==> config.mk <==
export PLATFORM = sky130hd
export DESIGN_NAME = fp_conv_seq_flat
export DESIGN_NICKNAME = d
export VERILOG_FILES = /design/src/rtl/fp_conv_pkg.sv /design/src/rtl/fp_conv_if.sv /design/src/rtl/fp_round_unit.sv /design/src/rtl/fp_conv_seq.sv /design/src/flat_wrapper.sv
export SDC_FILE = /design/constraint.sdc
export NUM_CORES = 1
export LEC_CHECK = 0
export CORE_MARGIN = 3
export CORE_UTILIZATION = 48
export DETAILED_ROUTE_END_ITERATION = 10
export GPL_TIMING_DRIVEN = 0
export PLACE_DENSITY = 0.86
export SYNTH_ARGS = -nofsm -noshare
export SYNTH_HDL_FRONTEND = slang
export SYNTH_SLANG_ARGS = --single-unit
==> constraint.sdc <==
create_clock -name clk -period 1.85 [get_ports clk]
set_clock_uncertainty 0.2 [all_clocks]
set_input_delay 0.185 -clock clk [delete_from_list [all_inputs] [get_ports clk]]
set_output_delay 0.185 -clock clk [all_outputs]
set_load 0.02 [all_outputs]
Fig. 1: the metal 1 layer
Bar = 20 um. Supply wires on this layer in gray.
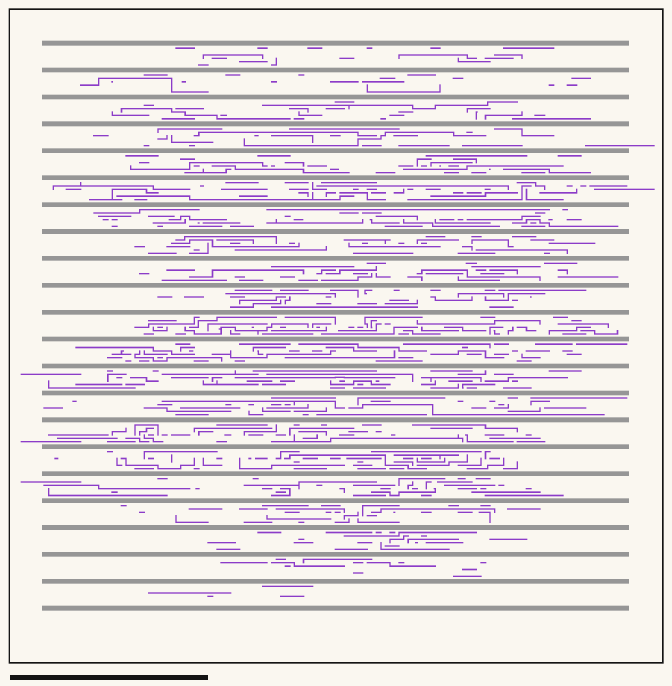
wire length on this layer: 2100 um
main direction: horizontal
longest straight run: 28.5 um
nets with wire on the layer: 255
DRT Wirelength: 5.16 mm
Vias: 1879
GR met1 Demand/Resource: 29.9%

Fig. 2: M2 wires
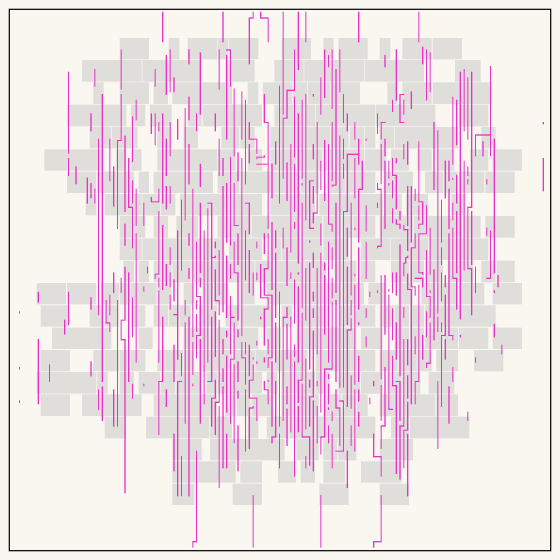
wire length on this layer: 2450 um
main direction: vertical
nets with wire on the layer: 234
met2 Use GR: 37.0%

Fig. 3: metal 3
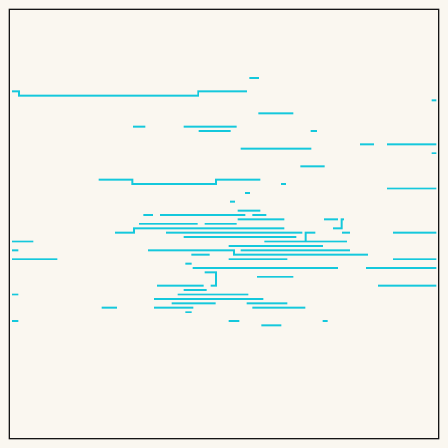
wire length on this layer: 462 um
longest straight run: 27.6 um
grt met3 use: 6.97%

==> flow_metrics.tcl <==
# implementation run metrics
set metrics [dict create \
    yosys_area_sq_mm 0.00172 \
    die.size.x_um 65.9 \
    whs_ns 0.262 \
    yosys_cells 209 \
    clock.fmax_mhz 492 \
    die_area_sq_mm 0.00434 \
    syn_inst 209 \
    slew_headroom_pct 61.4 \
    top_cells_by_area "dfxtp_1, a21oi_1, mux2i_1, nor2_1, a31oi_1" \
    layout_setup_ws_ns -0.181 \
    num_rows 21 \
    violations "setup timing" \
    status "finished with violations" \
    arrival_ns 2.07 \
    tool_warnings 30 \
    power.density_mw_per_mm2 954 \
    utilization_pct 69.1 \
    slew_viol_final 0 \
    finalSetupViolCount 13 \
    cts_root_buf "clkbuf_4" \
    clk_pin_slew_ns 0.09 \
    worstMarginPinSlew_ns 0.579 \
    cp_max_fo 5 \
    grt.overflow.total 0 \
    hold_viol_final 0 \
    final_nets 276 \
    drive_above_1_share_pct 24.0 \
    hold_buffers 0 \
]
## tightest hold or removal path, delay by kind of cell, from the launching register on
family	cells	cell delay, ns
AOI/OAI and AO/OA	1	0.05
DFF	1	0.32
and+or+nand+nor	1	0.05
## metrics by stage
| stage | setup slack [ns] | instances |
|---|---|---|
| 5_1_grt | -0.206 | 304 |
| 4_1_cts | -0.218 | 298 |
| 3_3_place_gp | -0.366 | 281 |
| 2_1_floorplan | -0.112 | 209 |
| 6_report | -0.181 | 304 |
| 3_5_place_dp | -0.337 | 281 |
## layer usage
| layer | up-vias | global-route usage (%) | wire length, um | share of wire (%) |
|---|---|---|---|---|
| met1 | 868 | 29.9 | 2100 | 41 |
| met4 | 0 | 11.4 | 150 | 2.9 |
| li1 | 885 | - | - | - |
| met2 | 105 | 37.0 | 2450 | 47 |
| met5 | - | 0 | 0 | 0 |
| met3 | 21 | 6.97 | 462 | 8.9 |
## cell families (layout without fill, tap and decap cells)
kind of cell    Yosys count  after routing  share of synthesized area (%)
compound gates           76             77                           29.1
simple gates             68             69                           23.1
flops                    29             29                           33.7
buf+inv                  20             67                           4.57
mux                       9              9                           5.30
xor+xnor                  4              4                           2.03
fa+ha+maj                 3              3                           2.18
## final cells by class
class / count / area (sq um) / area share [%]
Buffer: 12 / 56.3 / 2.41
Clock buffer: 6 / 41.3 / 1.76
Clock inverter: 2 / 10.0 / 0.428
Inverter: 7 / 26.3 / 1.12
Multi-Input combinational cell: 162 / 1180 / 50.6
Sequential cell: 29 / 589 / 25.2
Tap cell: 46 / 57.6 / 2.46
Timing Repair Buffer: 40 / 377 / 16.1
## power by group
group | internal (mW) | switching (mW)
Clock | 0.144 | 0.225
Sequential | 0.718 | 0.121
Combinational | 0.478 | 0.548
Total | 1.34 | 0.894
## cell usage after synthesis (3+ instances only)
| master | n |
|---|---|
| dfxtp_1 | 29 |
| a21oi_1 | 22 |
| nor2_1 | 17 |
| a31oi_1 | 10 |
| clkbuf_1 | 9 |
| o21ai_0 | 9 |
| mux2i_1 | 8 |
| o21ai_1 | 8 |
| inv_1 | 7 |
| nand2_1 | 7 |
| nand2b_1 | 7 |
| nor2b_1 | 7 |
| a211oi_1 | 4 |
| a2bb2oi_1 | 4 |
| nand3_1 | 4 |
| nand3b_1 | 4 |
| buf_2 | 3 |
| ha_1 | 3 |
| nor3_1 | 3 |
| o21a_1 | 3 |
## repair_timing
action / CTS / global route
resized: 15 / 18
endpoints found under the setup margin: 23 / 23
pin swaps: 8 / 4
hold endpoints to repair: 0 / 0
buffers inserted: 9 / 5
cloned: 1 / 1
No activity file was given, so power comes from the tool's default toggle rates.
